`src/rtl/con_arbiter_pkg.sv`:
```
// con_arbiter_pkg: shared definitions for the datamem port arbiter.
//   - state_t   : arbiter FSM encodings (IDLE / ISSUE / WAIT)
//   - REQ_M0/M1 : requester identifiers (m0 = protocol controller, m1 = UART dump)
//   - RD_CNT_W  : width of the read-latency down-counter (RD_LAT up to 255)
package con_arbiter_pkg;

  typedef enum logic [1:0] {
    ST_IDLE  = 2'd0,
    ST_ISSUE = 2'd1,
    ST_WAIT  = 2'd2
  } state_t;

  localparam logic REQ_M0 = 1'b0;
  localparam logic REQ_M1 = 1'b1;

  localparam int RD_CNT_W = 8;

endpackage

```
`src/rtl/con_arbiter_rr_arb2.sv`:
```
// rr_arb2: combinational two-way round-robin pick.
//   req[1:0]  in  : request vector (bit N = requester N)
//   last      in  : requester served most recently
//   lock_hold in  : keep the last-served requester when it is still requesting
//   winner    out : chosen requester id (valid only when valid=1)
//   valid     out : at least one requester is asking
module rr_arb2
  import con_arbiter_pkg::*;
(
  input  logic [1:0] req,
  input  logic       last,
  input  logic       lock_hold,
  output logic       winner,
  output logic       valid
);

  // Sole requester wins; on a tie the one not served last wins unless a lock holds it.
  always_comb begin
    winner = REQ_M0;
    valid  = 1'b0;
    case (req)
      2'b01: begin
        winner = REQ_M0;
        valid  = 1'b1;
      end
      2'b10: begin
        winner = REQ_M1;
        valid  = 1'b1;
      end
      2'b11: begin
        valid = 1'b1;
        if (lock_hold) begin
          winner = last;
        end else begin
          winner = ~last;
        end
      end
      default: begin
        winner = REQ_M0;
        valid  = 1'b0;
      end
    endcase
  end

endmodule

```
`src/rtl/con_arbiter.sv`:
```
// con_arbiter: shares the core datamem port between m0 (protocol controller)
// and m1 (UART datamem dump). One access in flight; round-robin, starvation-free.
// Optional feature macro: CONARB_LOCK_EN (grant lock for back-to-back accesses).
// Ports:
//   CLK, nrst                       clock, asynchronous active-low reset
//   mN_req/lock/addr/we/wdata  in   requester N access request and payload
//   mN_gnt                     out  one-cycle pulse, access launched
//   mN_rvalid / mN_rdata       out  read result strobe / shared read data register
//   con_addr/con_write/con_in  out  to core datamem port (registered)
//   con_out                    in   read data from core
module con_arbiter
  import con_arbiter_pkg::*;
#(
  parameter int ADDR_W = 11,
  parameter int DATA_W = 32,
  parameter int RD_LAT = 1
) (
  input  logic                CLK,
  input  logic                nrst,
  input  logic                m0_req,
  input  logic                m0_lock,
  input  logic [ADDR_W-1:0]   m0_addr,
  input  logic [DATA_W/8-1:0] m0_we,
  input  logic [DATA_W-1:0]   m0_wdata,
  output logic                m0_gnt,
  output logic                m0_rvalid,
  output logic [DATA_W-1:0]   m0_rdata,
  input  logic                m1_req,
  input  logic                m1_lock,
  input  logic [ADDR_W-1:0]   m1_addr,
  input  logic [DATA_W/8-1:0] m1_we,
  input  logic [DATA_W-1:0]   m1_wdata,
  output logic                m1_gnt,
  output logic                m1_rvalid,
  output logic [DATA_W-1:0]   m1_rdata,
  output logic [ADDR_W-1:0]   con_addr,
  output logic [DATA_W/8-1:0] con_write,
  output logic [DATA_W-1:0]   con_in,
  input  logic [DATA_W-1:0]   con_out
);

  localparam int WE_W = DATA_W / 8;

`ifdef CONARB_LOCK_EN
  localparam logic LOCK_EN = 1'b1;
`else
  localparam logic LOCK_EN = 1'b0;
`endif

  state_t              state;
  logic                last;       // last-served requester
  logic                owner;      // requester of the access in flight
  logic                lock_hold;  // owner asked to keep the grant at ISSUE
  logic [RD_CNT_W-1:0] cnt;
  logic [DATA_W-1:0]   rdata;

  logic                last_req;
  logic                last_lock;
  logic                hold;
  logic                pick;
  logic                pick_valid;
  logic [ADDR_W-1:0]   win_addr;
  logic [WE_W-1:0]     win_we;
  logic [DATA_W-1:0]   win_wdata;

  assign last_req  = last ? m1_req  : m0_req;
  assign last_lock = last ? m1_lock : m0_lock;
  // A lock only survives while the locked requester still requests with lock set.
  assign hold      = lock_hold & last_lock & last_req & LOCK_EN;

  rr_arb2 u_rr_arb2 (
    .req       ({m1_req, m0_req}),
    .last      (last),
    .lock_hold (hold),
    .winner    (pick),
    .valid     (pick_valid)
  );

  assign win_addr  = pick ? m1_addr  : m0_addr;
  assign win_we    = pick ? m1_we    : m0_we;
  assign win_wdata = pick ? m1_wdata : m0_wdata;

  assign m0_rdata = rdata;
  assign m1_rdata = rdata;

  // Arbiter FSM with registered con_* payload, grant/rvalid strobes and read capture.
  always_ff @(posedge CLK or negedge nrst) begin
    if (!nrst) begin
      state     <= ST_IDLE;
      last      <= REQ_M1;
      owner     <= REQ_M0;
      lock_hold <= 1'b0;
      cnt       <= {RD_CNT_W{1'b0}};
      rdata     <= {DATA_W{1'b0}};
      con_addr  <= {ADDR_W{1'b0}};
      con_write <= {WE_W{1'b0}};
      con_in    <= {DATA_W{1'b0}};
      m0_gnt    <= 1'b0;
      m1_gnt    <= 1'b0;
      m0_rvalid <= 1'b0;
      m1_rvalid <= 1'b0;
    end else begin
      m0_gnt    <= 1'b0;
      m1_gnt    <= 1'b0;
      m0_rvalid <= 1'b0;
      m1_rvalid <= 1'b0;
      con_write <= {WE_W{1'b0}};
      case (state)
        ST_IDLE: begin
          lock_hold <= hold;
          if (pick_valid) begin
            state     <= ST_ISSUE;
            owner     <= pick;
            con_addr  <= win_addr;
            con_write <= win_we;
            con_in    <= win_wdata;
            m0_gnt    <= ~pick;
            m1_gnt    <= pick;
          end else begin
            state <= ST_IDLE;
          end
        end
        ST_ISSUE: begin
          last      <= owner;
          lock_hold <= owner ? m1_lock : m0_lock;
          if (con_write != {WE_W{1'b0}}) begin
            state <= ST_IDLE;
          end else begin
            state <= ST_WAIT;
            cnt   <= RD_CNT_W'(RD_LAT - 1);
          end
        end
        ST_WAIT: begin
          if (cnt == {RD_CNT_W{1'b0}}) begin
            rdata     <= con_out;
            m0_rvalid <= ~owner;
            m1_rvalid <= owner;
            state     <= ST_IDLE;
          end else begin
            cnt <= cnt - {{(RD_CNT_W-1){1'b0}}, 1'b1};
          end
        end
        default: begin
          state <= ST_IDLE;
        end
      endcase
    end
  end

endmodule

```
`config.mk`:
```
export PLATFORM = sky130hd
export DESIGN_NAME = con_arbiter
export DESIGN_NICKNAME = d
export VERILOG_FILES = /design/src/rtl/con_arbiter_pkg.sv /design/src/rtl/con_arbiter_rr_arb2.sv /design/src/rtl/con_arbiter.sv
export SDC_FILE = /design/constraint.sdc
export NUM_CORES = 1
export LEC_CHECK = 0
export ABC_AREA = 1
export CORE_ASPECT_RATIO = 1.5
export CORE_MARGIN = 4
export CORE_UTILIZATION = 40
export CTS_BUF_LIST = sky130_fd_sc_hd__clkbuf_8
export DETAILED_ROUTE_END_ITERATION = 16
export GPL_TIMING_DRIVEN = 0
export PLACE_DENSITY = 0.82
export SLEW_MARGIN = 20
export SYNTH_ARGS = -nofsm -noshare
export SYNTH_HDL_FRONTEND = slang
export SYNTH_SLANG_ARGS = --single-unit
```
`constraint.sdc`:
```
create_clock -name CLK -period 2.5 [get_ports CLK]
set_input_delay 0.75 -clock CLK [delete_from_list [all_inputs] [get_ports CLK]]
set_output_delay 0.75 -clock CLK [all_outputs]
set_load 0.02 [all_outputs]
```
**Run 1: routed metal, one color a layer**

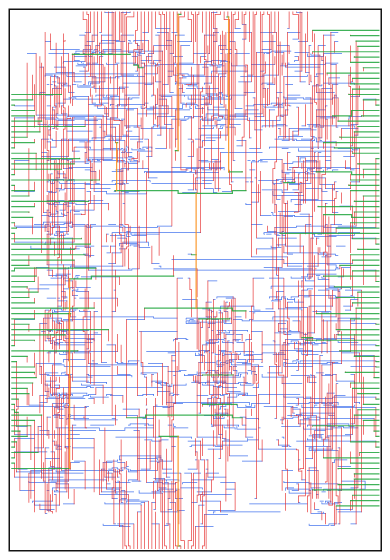
Red stands for metal 2, wire length 7820 um. Orange stands for metal 4, wire length 192 um. Blue stands for metal 1, wire length 4940 um. Green stands for metal 3, wire length 1410 um.
WL per Instance: 15.6 um
DR vias: 4366
gr usage total: 0.220
Routed WL: 14.4 mm

**Run 1: supply network**

Bar = 20 um. Pins as bars on the die edge. Tap cells in gray.
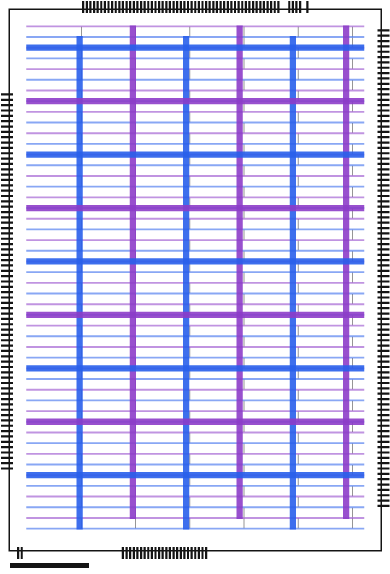
Purple stands for VDD. Blue stands for VSS.
147 tap cells. 6 straps on met4.
Die Height: 137 um
Core Region: 0.0110 mm2
maximum vdd drop: 0.000523 V
Chip Width: 94.3 um

==> qor.yml, run 1 <==
status: "finished, final reports clean"
slew_violations: 0
ios: 247
overflow: 0
place_congestion: 0.849
final_common_cell: "clkdlybuf4s50_1"
ant_nets: 0
layout-drive-gt1-share: 0.128
switching_share: 0.415
drt_iter0_drc: 167
cp_max_fo: 3
cts_tree: "done"
fp_nets: 649
critPathCaptureType: "output pin"
slowest_delay_ns: 0.59
final_cell_area_mm2: 0.00732
p_seq_frac: 0.300
cp_slowest_cell: "clkdlybuf4s50_1"
path_clk_slew_ns: 0.10
cap_violations: 0
grt_pass1_wl_mm: 22.2
ys_seq_frac: 0.532
finalSetupViolations: 0
first_global_vias: 4537
clkPwrFrac: 0.110
synth.avg_cell_area_um2: 8.68
clock.fmax_mhz: 445
postSynthCellCount: 515
finalNetCount: 905
fillers: 884
ys_chip_area_mm2: 0.00447
chip_area_mm2: 0.0130
grt_max_degree: 51
warning_count: 29
synthTopCellsByArea: "dfrtp_1, nand2_1, a31oi_1"
clk_latency_ns: 0.36
synth-edff-count: 0
cts.repair.resized: 0
drt_first_pass_iters: 4
path_buffers: 2
cts_buffers: 9
route.detailed.drc: 0
cts.path.max_buffers: 2
p_int_mw: 5.35
crit_type: "reg2out"
rows: 47
ys_types: 29
hp-class: "in2async"
postPlaceCellArea_mm2: 0.00712
p_sw_mw: 3.79
postCtsHoldBufs: 0
startpoint_type: "flip-flop"
synth_flops: 95
num_antenna_cells: 0
async_flop_share: 1.00
final.setup.tns_ns: 0
flop_cell: "dfrtp_1"
rsz0062_at_grt: "no"
drt-vias-per-instance: 4.73
htree_levels: 3
portBuffers: 244
final_cell_mix: "clkdlybuf4s50_1, nand2_1, dfrtp_1"
min_period_ns: 2.24
max-slew-margin-rel: 0.691
area_delta_synth_final_pct: 63.9
ys_cells: 515
syn-cell-area_mm2: 0.00447
synth_top_cell_by_area: "dfrtp_1"
place_ws_ns: 0.0651
cp_cell_sequence: "buf_4 > clkdlybuf4s50_1"
critical_path_required_ns: 1.75
cts_root_buf: "clkbuf_8"
period_used_share: 0.898
leakagePower_nw: 3.39
yosysWarnings: 0
pwr-share-comb: 0.590
synth_largest_type_area_fraction: 0.526
cts_sinks: 95
cts_setup_buffers: 0
antenna_found_initial: 0
setup_ws_ns: 0.255
worst_pin_slew_ns: 0.464
hold_viol: 0
cp_top_family: "buffers and inverters"
place_hpwl_mm: 11.8
fp_util: 0.406
p_per_area_mw_per_mm2: 1250
**Run 1: clock wires, drivers and flops**

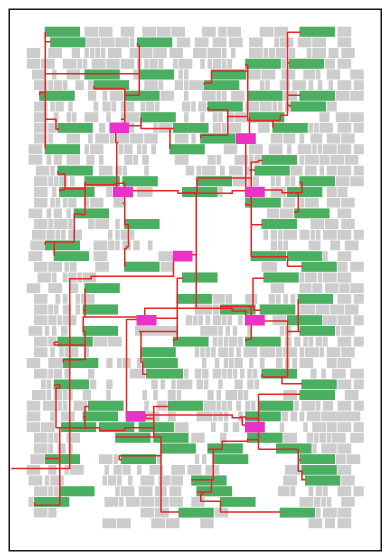
Red stands for clock wires, length 1110 um. Green stands for flip-flops, count 95. Magenta stands for clock drivers, count 9.
There are 10 routed clock nets. Position of the flops: spread over the die.
Clock Skews: 0.0128 ns
clock group total power: 1.01 mW

**Run 1: track usage over the die**

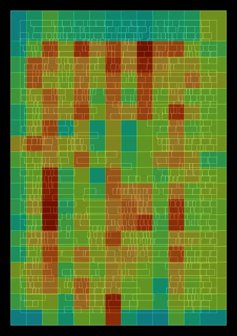
met2 Usage GRT: 0.422
met1 Track Usage GR: 0.227
Final Core Density: 0.666

[run 1: power groups by stage]
stage	registers, mW	logic, mW	clock network, mW
floorplan	3.47	2.12	0
global placement	2.73	5.28	0
detailed placement	2.77	5.45	0
CTS	2.75	5.46	1.04
global route	2.85	5.77	1.10
finish	2.74	5.39	1.01
[run 1: kinds of logic (layout without fill, tap and decap cells)]
logic type | Yosys count | count (layout) | share of synthesized area
flops | 95 | 95 | 0.532
simple gates | 228 | 228 | 0.206
compound gates | 84 | 84 | 0.122
buf+inv | 103 | 364 | 0.128
xor+xnor | 3 | 3 | 0.00588
fa+ha+maj | 2 | 2 | 0.00560
[run 1: flip-flops by register name, indices dropped and copies added (netlist names)]
| signal | cells |
|---|---|
| cnt | 8 |
| con_addr | 11 |
| con_in | 32 |
| con_write | 4 |
| last | 1 |
| m0_gnt | 1 |
| m0_rdata | 32 |
| m0_rvalid | 1 |
| m1_gnt | 1 |
| m1_rvalid | 1 |
| owner | 1 |
| state | 2 |
[run 1: final cells by class]
| cell class | count | area (um2) | area share |
|---|---|---|---|
| repair buffers | 245 | 2470 | 0.337 |
| flip-flops and latches | 95 | 2380 | 0.325 |
| multi-input cells | 317 | 1520 | 0.207 |
| plain buffers | 56 | 394 | 0.0538 |
| well taps | 147 | 184 | 0.0251 |
| inverters | 47 | 176 | 0.0241 |
| clock buffers | 10 | 138 | 0.0188 |
| clock inverters | 6 | 61.3 | 0.00837 |
[run 1: per-stage QoR]
step	cells	power [mW]	hold slack, ns
finish	923	9.14	0.307
global route	923	9.72	0.321
CTS	923	9.24	0.307
detailed placement	907	8.22	0.426
global placement	906	8.00	0.440
floorplan	515	5.60	0.403
[run 1: synthesized netlist by cell type (2+ instances only)]
| cell | n |
|---|---|
| nand3_1 | 8 |
| xor2_1 | 2 |
| nand3_2 | 2 |
| a22o_1 | 4 |
| o21ai_0 | 2 |
| nand2_1 | 143 |
| buf_6 | 6 |
| o21bai_1 | 2 |
| o21ai_1 | 18 |
| dfrtp_1 | 94 |
| nor2_4 | 2 |
| inv_1 | 42 |
| nand4_1 | 3 |
| nand2_2 | 3 |
| buf_2 | 15 |
| nor2_2 | 2 |
| o21ai_2 | 14 |
| buf_1 | 2 |
| ha_1 | 2 |
| inv_2 | 4 |
| nor2_1 | 64 |
| a31oi_1 | 43 |
| buf_4 | 32 |
[run 1: routing by layer]
layer,GRT usage,part of all wire
met5,0,0
met4,0.0594,0.013
met3,0.0661,0.098
met2,0.422,0.54
met1,0.227,0.34
[run 1: worst paths after layout]
path	endpoint	start	cells after the start	slack, ns
worst max-delay path	m1_rdata[29]	m0_rdata[29]$_DFFE_PN0P_	2	0.26
worst min-delay path	m1_gnt$_DFF_PN0_	nrst	1	0.31
worst max register to register	con_in[10]$_DFFE_PN0P_	last$_DFFE_PN1P_	6	0.85
worst min register to register	m0_rvalid$_DFF_PN0_	owner$_DFFE_PN0P_	1	0.45
max in group asynchronous	con_in[23]$_DFFE_PN0P_	nrst	2	1.58
min in group CLK	m0_rvalid$_DFF_PN0_	owner$_DFFE_PN0P_	1	0.45
**Run 1: cell classes on the final placement**

Bar = 20 um.
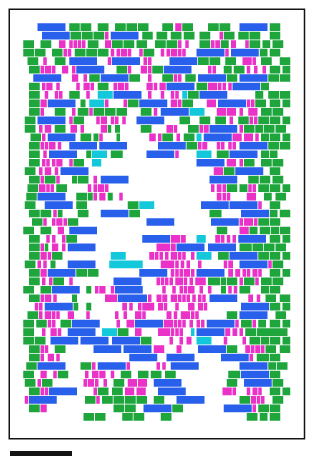

==> run 2: changes to the inputs <==
--- a/config.mk
+++ b/config.mk
@@ -9,3 +9,2 @@
 export CORE_ASPECT_RATIO = 1.5
-export CORE_MARGIN = 4
 export CORE_UTILIZATION = 40
==> constraint.sdc (replaced) <==
create_clock -name CLK -period 2.5 [get_ports CLK]
set_input_delay 0.375 -clock CLK [delete_from_list [all_inputs] [get_ports CLK]]
set_output_delay 0.375 -clock CLK [all_outputs]
set_load 0.02 [all_outputs]
**Run 2: cell classes on the final placement**

Bar = 20 um.
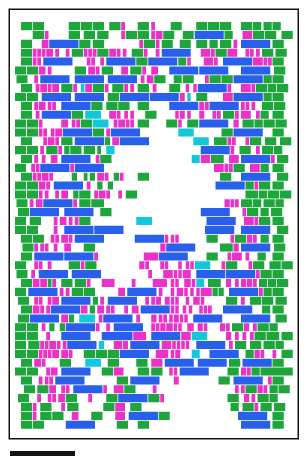
Green stands for other buffers and delay cells, cells 302, share of their area 40%. Magenta stands for combinational and other logic, cells 364, share of their area 24%. Blue stands for flops, cells 95, share of their area 33%. Cyan stands for clock drivers and dummy loads, cells 16, share of their area 2.3%.
flop share of the area: 0.326
Core Region: 0.0107 mm2
standard-cell row count: 46

**Run 2: track usage over the die**

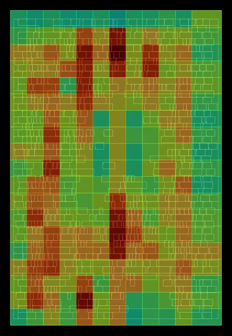
Final Core Density: 0.682
met2 Usage GRT: 0.420
gr usage total: 0.243
GRT busiest layer: met2
GRT met3 Usage: 0.0773

==> qor.yml, run 2 <==
flop_cell: "dfrtp_1"  # unchanged
hold_viol: 0  # unchanged
drt_first_pass_iters: 4  # unchanged
p_per_area_mw_per_mm2: 1230  # was 1250 mW/mm2
die_h_um: 131  # was 137 um
via_count: 4375  # was 4366
r2r_start: "last$_DFFE_PN1P_"  # unchanged
cts_sinks: 95  # unchanged
slew_violations: 0  # unchanged
final.setup.tns_ns: 0  # unchanged
clock.fmax_mhz: 529  # was 445 MHz
overflow: 0  # unchanged
synth_top_cell_by_area: "dfrtp_1"  # unchanged
grt_max_degree: 50  # was 51
grt_pass1_wl_mm: 21.7  # was 22.2 mm
leakagePower_nw: 3.37  # was 3.39 nW
final_cell_mix: "clkdlybuf4s50_1, nand2_1, dfrtp_1"  # unchanged
syn-cell-area_mm2: 0.00447  # unchanged
top_cell: "nand2_1"  # unchanged
htree_levels: 3  # unchanged
ys_seq_frac: 0.532  # unchanged
finalNetCount: 906  # was 905
critical_path_required_ns: 2.12  # was 1.75 ns
startpoint_type: "flip-flop"  # unchanged
cp-endpoint: "m1_rdata[28]"  # was m1_rdata[29]
ys_chip_area_mm2: 0.00447  # unchanged
ys_types: 29  # unchanged
layout-drive-gt1-share: 0.126  # was 0.128
r2r_end: "con_in[31]$_DFFE_PN0P_"  # was con_in[10]$_DFFE_PN0P_
wl_mm: 13.7  # was 14.4 mm
drt_iter0_drc: 173  # was 167
place_hpwl_mm: 11.2  # was 11.8 mm
cp_slowest_cell: "clkdlybuf4s50_1"  # unchanged
finalSetupViolations: 0  # unchanged
ys_cells: 515  # unchanged
fp_nets: 649  # unchanged
async_flop_share: 1.00  # unchanged
min_period_ns: 1.89  # was 2.24 ns
chip_area_mm2: 0.0116  # was 0.0130 mm2
synthTopCellsByArea: "dfrtp_1, nand2_1, a31oi_1"  # unchanged
rsz0062_at_grt: "no"  # unchanged
peakVddDrop_v: 0.000833  # was 0.000523 V
critPathCaptureType: "output pin"  # unchanged
worst_pin_slew_ns: 0.479  # was 0.464 ns
ant_nets: 0  # unchanged
cts.repair.resized: 0  # unchanged
synth_largest_type_area_fraction: 0.526  # unchanged
cts.path.max_buffers: 2  # unchanged
period_used_share: 0.756  # was 0.898
reg2reg_depth: 5  # was 6
max-slew-margin-rel: 0.681  # was 0.691
netlist_top_cells_count: "nand2_1, dfrtp_1, nor2_1"  # unchanged
cap_violations: 0  # unchanged
antenna_found_initial: 0  # unchanged
setup_ws_ns: 0.611  # was 0.255 ns
final_common_cell: "clkdlybuf4s50_1"  # unchanged
portBuffers: 244  # unchanged
drt-vias-per-instance: 4.75  # was 4.73
area_delta_synth_final_pct: 63.3  # was 63.9%
cts_tree: "done"  # unchanged
postSynthCellCount: 515  # unchanged
status: "finished, final reports clean"  # unchanged
cts_buffers: 9  # unchanged
route.detailed.drc: 0  # unchanged
cp_cell_sequence: "buf_4 > clkdlybuf4s50_1"  # unchanged
num_antenna_cells: 0  # unchanged
synth-edff-count: 0  # unchanged
crit_type: "reg2out"  # unchanged
fp_util: 0.417  # was 0.406
**Run 2: clock wires, drivers and flops**

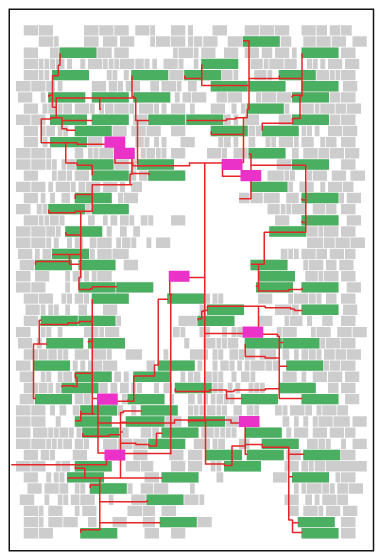
Green stands for flip-flops, count 95. Red stands for clock wires, length 1130 um. Magenta stands for clock drivers, count 9.
There are 10 routed clock nets. Position of the flops: spread over the die.
clock group total power: 0.891 mW
clk latency late pin: 0.36 ns
clock share of power: 0.099

[run 2: cell count changes in the layout (fill, tap and decap cells not counted), sizes merged]
cell	previous run	this run
dlygate4sd3	0	1
bufinv	1	0
clkinv	5	2
clkbuf	11	10
clkinvlp	0	4
inv	47	48
[run 2: logic make-up (layout without fill, tap and decap cells)]
kind of cell,after synthesis,in the layout,share of synthesized area
AOI/OAI and AO/OA,84,84,0.122
xor gates and xnor gates,3,3,0.00588
adders and majority gates,2,2,0.00560
buffers and inverters,103,365,0.128
DFF,95,95,0.532
and+or+nand+nor,228,228,0.206
[run 2: worst min path at each step]
stage | endpoint | slack, ns | cells past startpoint
2_1_floorplan | cnt[0]$_DFFE_PN0P_ | 0.08 | 0
3_3_place_gp | m0_rvalid$_DFF_PN0_ | 0.42 | 1
3_5_place_dp | m0_rdata[6]$_DFFE_PN0P_ | 0.33 | 1
4_1_cts | m0_rvalid$_DFF_PN0_ | 0.43 | 1
5_1_grt | m0_rvalid$_DFF_PN0_ | 0.44 | 1
6_report | m0_rvalid$_DFF_PN0_ | 0.43 | 1
[run 2: per-layer routing]
layer	vias to the layer above	part of all wire	GRT usage
met5	-	0	0
met4	0	0.038	0.112
met3	34	0.096	0.0773
met2	237	0.50	0.420
met1	1984	0.36	0.262
li1	2120	-	-
[run 2: cell type report]
type	count	area, um2
sequential	95	2380
tap	144	180
clock inverter	7	42.5
timing repair buffer	246	2480
fill	855	3410
multi-input combinational	317	1520
inverter	47	176
buffer	56	394
clock buffer	9	124
[run 2: timing repair]
| action | 4_1_cts | 5_1_grt |
|---|---|---|
| setup buffers | 0 | 0 |
| endpoints found under the hold margin | 46 | 0 |
| hold buffers | 1 | 0 |
[run 2: where the power goes]
part	switching [mW]	leakage, nW	internal [mW]
Clock	0.538	0.0799	0.353
Combinational	2.74	2.15	2.62
Sequential	0.488	1.14	2.25
[run 2: critical path: cells and delay by family, from the launching register on]
family                 cells  cell delay (ns)
flip-flops                 1             0.44
buffers and inverters      2             0.73
[run 2: through the flow]
stage	util	power (mW)	cells	instance area [um2]
floorplan	-	5.60	515	4470
global placement	0.662	7.97	903	7090
detailed placement	0.665	8.14	904	7120
CTS	0.682	9.04	921	7300
global route	0.682	9.54	921	7300
finish	0.682	8.98	921	7300
==> run 3: changes to the inputs <==
Clock period 2.5 ns to 1.94 ns, I/O delays scaled along.
**Run 3: routed metal, one color a layer**

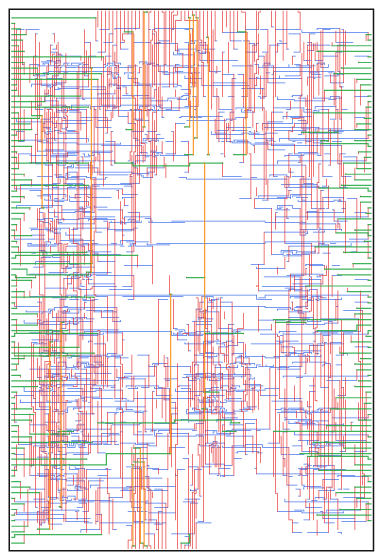
Orange stands for metal 4, wire length 527 um. Blue stands for metal 1, wire length 5020 um. Red stands for metal 2, wire length 6880 um. Green stands for metal 3, wire length 1320 um.

**Run 3: cell classes on the final placement**

Bar = 20 um.
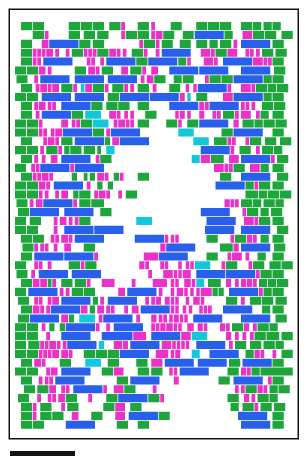
Blue stands for flops, cells 95, share of their area 33%. Magenta stands for combinational and other logic, cells 364, share of their area 24%. Cyan stands for clock drivers and dummy loads, cells 16, share of their area 2.3%. Green stands for other buffers and delay cells, cells 302, share of their area 40%.
Design Area, Final: 0.00730 mm2

**Run 3: supply network**

Bar = 20 um. Pins as bars on the die edge. Tap cells in gray.
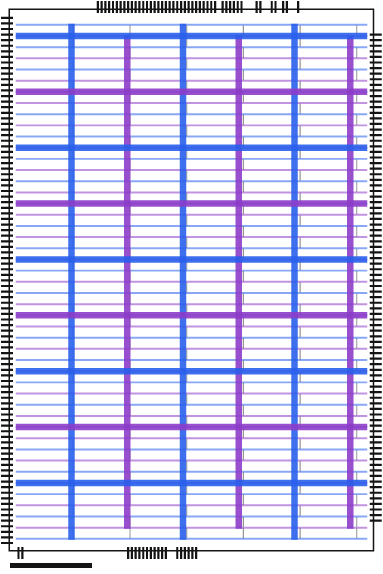
Blue stands for VSS. Purple stands for VDD.
9 straps on met5. 6 straps on met4. 144 tap cells.
Chip Width: 88.3 um
maximum vdd drop: 0.00107 V
Die Height: 131 um

==> qor.yml, run 3 <==
portBuffers: 244  # unchanged
status: "finished, final reports clean"  # unchanged
synthTopCellsByArea: "dfrtp_1, nand2_1, a31oi_1"  # unchanged
grt_max_degree: 50  # unchanged
via_count: 4375  # unchanged
critical_path_required_ns: 1.65  # was 2.12 ns
synth_top_cell_by_area: "dfrtp_1"  # unchanged
top_cell: "nand2_1"  # unchanged
ys_seq_frac: 0.532  # unchanged
cp_cell_sequence: "buf_4 > clkdlybuf4s50_1"  # unchanged
cts.repair.resized: 0  # unchanged
fp_nets: 649  # unchanged
final_common_cell: "clkdlybuf4s50_1"  # unchanged
r2r_setup_slack_ns: 0.35  # was 0.91 ns
hp-class: "reg2reg"  # unchanged
synthAoiAreaFrac: 0.122  # unchanged
synth.comb.largest_family: "simple AND/OR/NAND/NOR gates"  # unchanged
muxShareOfSynthArea: 0  # unchanged
fin_total_pwr_mw: 11.6  # was 8.98 mW
r2r_start: "last$_DFFE_PN1P_"  # unchanged
grt_pass1_wl_mm: 21.7  # unchanged
synth-adder-area-share: 0.00560  # unchanged
ys_types: 29  # unchanged
cts_sinks: 95  # unchanged
startpoint_type: "flip-flop"  # unchanged
num_antenna_cells: 0  # unchanged
crit_type: "reg2out"  # unchanged
synth-edff-count: 0  # unchanged
max-slew-margin-rel: 0.681  # unchanged
cp_slowest_cell: "clkdlybuf4s50_1"  # unchanged
dp_cells: 904  # unchanged
ys_chip_area_mm2: 0.00447  # unchanged
place_congestion: 0.912  # unchanged
yosysWarnings: 0  # unchanged
cts.path.max_buffers: 2  # unchanged
p_per_area_mw_per_mm2: 1590  # was 1230 mW/mm2
area_delta_synth_final_pct: 63.3  # unchanged
cp_top_family: "buffers and inverters"  # unchanged
finalSetupViolations: 0  # unchanged
route.detailed.drc: 0  # unchanged
slew_violations: 0  # unchanged
path_clk_slew_ns: 0.08  # about the same
ios: 247  # unchanged
cts_buffers: 9  # unchanged
ys_sh_xor: 0.00588  # unchanged
clock.fmax_mhz: 554
flop_cell: "dfrtp_1"  # unchanged
chip_area_mm2: 0.0116  # unchanged
leakagePower_nw: 3.37  # unchanged
netlist_top_cells_count: "nand2_1, dfrtp_1, nor2_1"  # unchanged
antenna_found_initial: 0  # unchanged
htree_levels: 3  # unchanged
path_buffers: 2  # unchanged
cts_root_buf: "clkbuf_8"  # unchanged
worst_pin_slew_ns: 0.479  # unchanged
final_cell_mix: "clkdlybuf4s50_1, nand2_1, dfrtp_1"  # unchanged
clk_latency_ns: 0.36  # about the same
crit_start: "m0_rdata[28]$_DFFE_PN0P_"  # unchanged
r2r_end: "con_in[31]$_DFFE_PN0P_"  # unchanged
finalNetCount: 906  # unchanged
rsz0062_at_grt: "no"  # unchanged
rows: 46  # unchanged
layoutNonFillerInstCount: 921  # unchanged
fp_util: 0.417  # unchanged
hold_viol: 0  # unchanged
warning_count: 29  # unchanged
min_period_ns: 1.80
synth_flops: 95  # unchanged
final.setup.tns_ns: 0  # unchanged
fin_skew_ns: 0.0105  # unchanged
[run 3: worst reg2reg max path: cells and delay by family (launching register included)]
kind            cells  cell delay (ns)
flops               1             0.54
buf+inv             1             0.42
simple gates        3             0.36
compound gates      1             0.20
[run 3: final cells by class]
class                   count  area (um2)
plain buffers              56         394
inverters                  47         176
fillers                   855        3410
flip-flops and latches     95        2380
well taps                 144         180
multi-input cells         317        1520
clock inverters             7        42.5
repair buffers            246        2480
clock buffers               9         124
[run 3: worst min-delay path by stage]
stage,endpoint,depth (start not counted),from,slack (ns)
after floorplan,cnt[0]$_DFFE_PN0P_,0,nrst,-0.005
after global placement,m0_rvalid$_DFF_PN0_,1,owner$_DFFE_PN0P_,0.42
after detailed placement,m0_rdata[6]$_DFFE_PN0P_,1,nrst,0.25
after CTS,m0_rvalid$_DFF_PN0_,1,owner$_DFFE_PN0P_,0.43
after global routing,m0_rvalid$_DFF_PN0_,1,owner$_DFFE_PN0P_,0.44
final,m0_rvalid$_DFF_PN0_,1,owner$_DFFE_PN0P_,0.43
[run 3: what timing repair did]
| action | CTS | global route |
|---|---|---|
| endpoints found under the hold margin | 46 | 0 |
| hold buffers | 1 | 0 |
| buffers inserted | 0 | 0 |
[run 3: through the flow]
stage	hold slack [ns]	setup slack, ns	instance area, um2
floorplan	-0.00459	0.548	4470
global placement	0.421	-2.76	7090
detailed placement	0.248	0.0954	7120
CTS	0.428	0.0993	7300
global route	0.444	0.0741	7300
finish	0.430	0.135	7300
[run 3: logic make-up after synthesis]
| kind of cell | count (synthesis) |
|---|---|
| AOI/OAI and AO/OA | 84 |
| xor gates and xnor gates | 3 |
| adders and majority gates | 2 |
| buffers and inverters | 103 |
| DFF | 95 |
| and+or+nand+nor | 228 |
[run 3: metal layers]
metal | vias to the layer above | global-route usage | share of wire
li1 | 2120 | - | -
met3 | 34 | 0.0773 | 0.096
met5 | - | 0 | 0
met1 | 1984 | 0.262 | 0.36
met4 | 0 | 0.112 | 0.038
met2 | 237 | 0.420 | 0.50
[run 3: where the power goes]
| group | internal (mW) | total [mW] | leakage [nW] | switching, mW |
|---|---|---|---|---|
| logic | 3.37 | 6.90 | 2.15 | 3.53 |
| registers | 2.89 | 3.52 | 1.14 | 0.629 |
| clock network | 0.455 | 1.15 | 0.0799 | 0.693 |
Power figures rest on the tool's default switching activity, not on a simulated workload.
